## src/rtl/addr_seq_pkg.sv

```systemverilog
// Shared constants and types for the address sequencer.
package addr_seq_pkg;

  localparam logic [1:0] MODE_HOLD = 2'b00;
  localparam logic [1:0] MODE_LOAD = 2'b01;
  localparam logic [1:0] MODE_INC  = 2'b10;
  localparam logic [1:0] MODE_RSV  = 2'b11;

  // Width of the source index; never narrower than one bit.
  function automatic int sel_width(input int nsrc);
    return (nsrc <= 2) ? 1 : $clog2(nsrc);
  endfunction

  // Per-stage flags. The address field is AW wide and is prepended by the
  // user, so a stage payload is {address, stage_tag_t}.
  typedef struct packed {
    logic vld;
    logic wrap;
  } stage_tag_t;

  function automatic int payload_width(input int aw);
    return aw + $bits(stage_tag_t);
  endfunction

endpackage

```

## src/rtl/addr_delay_line.sv

```systemverilog
// Fixed-depth register delay line with a shared advance enable and async clear.
module addr_delay_line #(
  parameter int W     = 6,
  parameter int DEPTH = 2
) (
  input  logic         clk,
  input  logic         rst,
  input  logic         en,
  input  logic [W-1:0] din,
  output logic [W-1:0] dout
);

  logic [W-1:0] stage_reg [DEPTH];

  for (genvar gi = 0; gi < DEPTH; gi++) begin : g_stage
    if (gi == 0) begin : g_first
      always_ff @(posedge clk or posedge rst) begin
        if (rst)     stage_reg[gi] <= '0;
        else if (en) stage_reg[gi] <= din;
      end
    end else begin : g_rest
      always_ff @(posedge clk or posedge rst) begin
        if (rst)     stage_reg[gi] <= '0;
        else if (en) stage_reg[gi] <= stage_reg[gi-1];
      end
    end
  end

  assign dout = stage_reg[DEPTH-1];

endmodule

```

## src/rtl/addr_sequencer.sv

```systemverilog
// Address sequencer: LOAD/INC/HOLD front end followed by a DELAY-deep pipeline.
// Optional ADDR_BOUND_EN build: INC wraps to lim_lo when the sum exceeds lim_hi.
module addr_sequencer
  import addr_seq_pkg::*;
#(
  parameter  int AW    = 4,
  parameter  int NSRC  = 2,
  parameter  int DELAY = 2,
  localparam int SW    = sel_width(NSRC)
) (
  input  logic             clk,
  input  logic             rst,
  input  logic [NSRC*AW-1:0] src,
  input  logic [SW-1:0]    sel,
  input  logic [1:0]       mode,
  input  logic [AW-1:0]    stride,
  input  logic             en,
`ifdef ADDR_BOUND_EN
  input  logic [AW-1:0]    lim_lo,
  input  logic [AW-1:0]    lim_hi,
`endif
  output logic [AW-1:0]    cur,
  output logic [AW-1:0]    addr,
  output logic             addr_vld,
  output logic             addr_wrap
);

  localparam int PW = payload_width(AW);

  logic [AW-1:0] cur_reg, cur_next;
  stage_tag_t    tag0_reg, tag0_next;
  logic [AW-1:0] src_sel;
  logic [AW:0]   sum;
  logic [PW-1:0] line_out;

  // Out-of-range indices fall back to source 0.
  always_comb begin
    src_sel = src[AW-1:0];
    if (int'(sel) < NSRC) src_sel = src[int'(sel)*AW +: AW];
  end

  assign sum = {1'b0, cur_reg} + {1'b0, stride};

  always_comb begin
    cur_next       = cur_reg;
    tag0_next.vld  = 1'b0;
    tag0_next.wrap = 1'b0;
    case (mode)
      MODE_LOAD: begin
        cur_next      = src_sel;
        tag0_next.vld = 1'b1;
      end
      MODE_INC: begin
        tag0_next.vld = 1'b1;
`ifdef ADDR_BOUND_EN
        if (sum > {1'b0, lim_hi}) begin
          cur_next       = lim_lo;
          tag0_next.wrap = 1'b1;
        end else begin
          cur_next = sum[AW-1:0];
        end
`else
        cur_next       = sum[AW-1:0];
        tag0_next.wrap = sum[AW];
`endif
      end
      default: ;  // HOLD and the reserved code keep cur
    endcase
  end

  always_ff @(posedge clk or posedge rst) begin
    if (rst) begin
      cur_reg  <= '0;
      tag0_reg <= '0;
    end else if (en) begin
      cur_reg  <= cur_next;
      tag0_reg <= tag0_next;
    end
  end

  addr_delay_line #(
    .W     (PW),
    .DEPTH (DELAY)
  ) u_delay (
    .clk  (clk),
    .rst  (rst),
    .en   (en),
    .din  ({cur_reg, tag0_reg}),
    .dout (line_out)
  );

  assign cur       = cur_reg;
  assign addr      = line_out[PW-1 -: AW];
  assign addr_vld  = line_out[1];
  assign addr_wrap = line_out[0];

`ifdef ADDR_BOUND_EN
  a_lim_order: assert property (@(posedge clk) disable iff (rst) lim_lo <= lim_hi)
    else $error("lim_lo above lim_hi");
`endif

endmodule

```

## config.mk

```make
export PLATFORM = sky130hd
export DESIGN_NAME = addr_sequencer
export DESIGN_NICKNAME = d
export VERILOG_FILES = /design/src/rtl/addr_seq_pkg.sv /design/src/rtl/addr_delay_line.sv /design/src/rtl/addr_sequencer.sv
export SDC_FILE = /design/constraint.sdc
export NUM_CORES = 1
export LEC_CHECK = 0
export CAP_MARGIN = 5
export CELL_PAD_IN_SITES_DETAIL_PLACEMENT = 1
export CELL_PAD_IN_SITES_GLOBAL_PLACEMENT = 1
export CORE_ASPECT_RATIO = 0.8
export CORE_MARGIN = 5
export CORE_UTILIZATION = 50
export CTS_BUF_LIST = sky130_fd_sc_hd__clkbuf_8
export DETAILED_ROUTE_END_ITERATION = 12
export DONT_BUFFER_PORTS = 1
export GPL_TIMING_DRIVEN = 0
export PLACE_DENSITY = 0.85
export SLEW_MARGIN = 20
export SYNTH_ARGS = -nofsm -noshare
export SYNTH_HDL_FRONTEND = slang
export SYNTH_SLANG_ARGS = --single-unit
```

## constraint.sdc

```tcl
create_clock -name clk -period 1.95 [get_ports clk]
set_clock_uncertainty 0.2 [all_clocks]
set_input_delay 0.39 -clock clk [delete_from_list [all_inputs] [get_ports clk]]
set_output_delay 0.39 -clock clk [all_outputs]
set_load 0.1 [all_outputs]
```

**Power grid**

Pins as bars on the die edge.
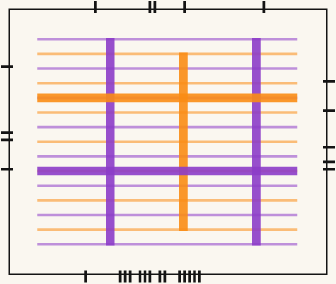
- VSS: purple
- VDD: orange
- met4 straps: 3
- met5 straps: 2
- met1 rails: 15
- signal pins: 28
- rows: 14

**Placement by cell class**

The bar under the picture is 20 um long.
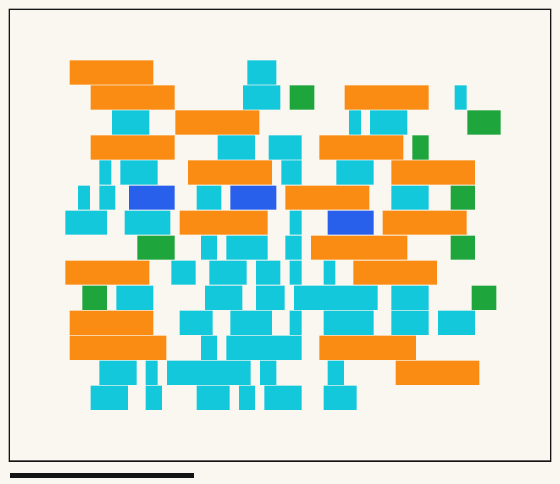
- registers: orange (cells 18; share of their area 44%)
- remaining buffers and delay cells: green (cells 8; share of their area 6.1%)
- clock-net drivers: blue (cells 3; share of their area 3.9%)
- remaining logic cells: cyan (cells 51; share of their area 46%)

==> flow_metrics.tcl <==
# flow metrics
set metrics [dict create \
    yosys_cells 76 \
    layout.cells.non_filler 104 \
    fp.coreArea_um2 1840 \
    syn-instance-count 76 \
    ys_sh_adder 0.0871 \
    xor_area_frac 0.00923 \
    layout.sequential_cells 18 \
    global_route.usage.met2 0.260 \
    grt.met3_usage 0.0635 \
    worst_slack_ns -0.0264 \
    route.met2.wl_um 1030 \
    violations_in_the_final_reports "negative setup slack" \
    crit_end "cur[1]" \
    run_status "finished with violations" \
    final_antenna_net_count 0 \
    number_of_non_clock_buffers_in_the_layout 8 \
    ff_to_ff_path_depth 5 \
    cpMaxStageDelayCell "sky130_fd_sc_hd__dfrtp_4" \
    wl_met1_um 636 \
    post_cts_resize_count 7 \
    seq_area_frac_synth 0.475 \
    critical_path_peak_fanout 4 \
    pin_count 28 \
    final_layout_setup_total_negative_slack_ns -0.0264 \
    antenna_found_initial 0 \
    layout.cells.largest_class "flip-flops and latches" \
    synth-edff-count 0 \
    critPathCaptureType "register" \
    pg_seq_mw 0.785 \
    count_of_tool_warnings 29 \
    layout.comb_gates.multi_input 46 \
    synth_warnings 0 \
    buffer_ports.inserted 0 \
    wirelength_um 1770 \
    p_clk_frac 0.156 \
    routabilityCongestion 0.741 \
    tritoncts "done" \
    drive_gt1_frac 0.425 \
    number_of_antenna_repair_diodes 0 \
    setup-violations-final 1 \
    root_buffer "sky130_fd_sc_hd__clkbuf_8" \
    finalCriticalPeriod_ns 1.98 \
]
**Clock wires, drivers and flops**

The bar under the picture is 20 um long.
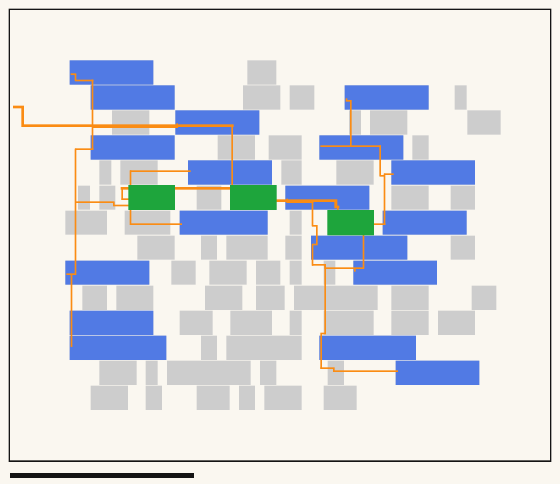
- clock wires: orange (length 205 um)
- flip-flops: blue (count 18)
- clock-net drivers: green (count 3)
- routed clock nets: 4

**Wiring by layer**

Two of the layers only.
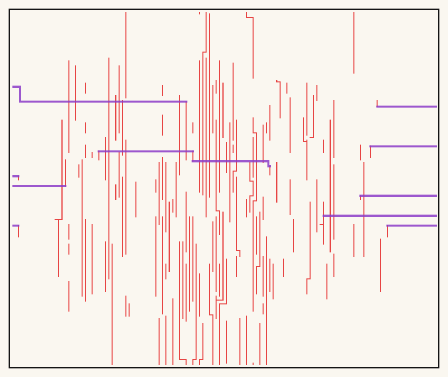
- M3: purple (wire length 108 um)
- M2: red (wire length 1030 um)

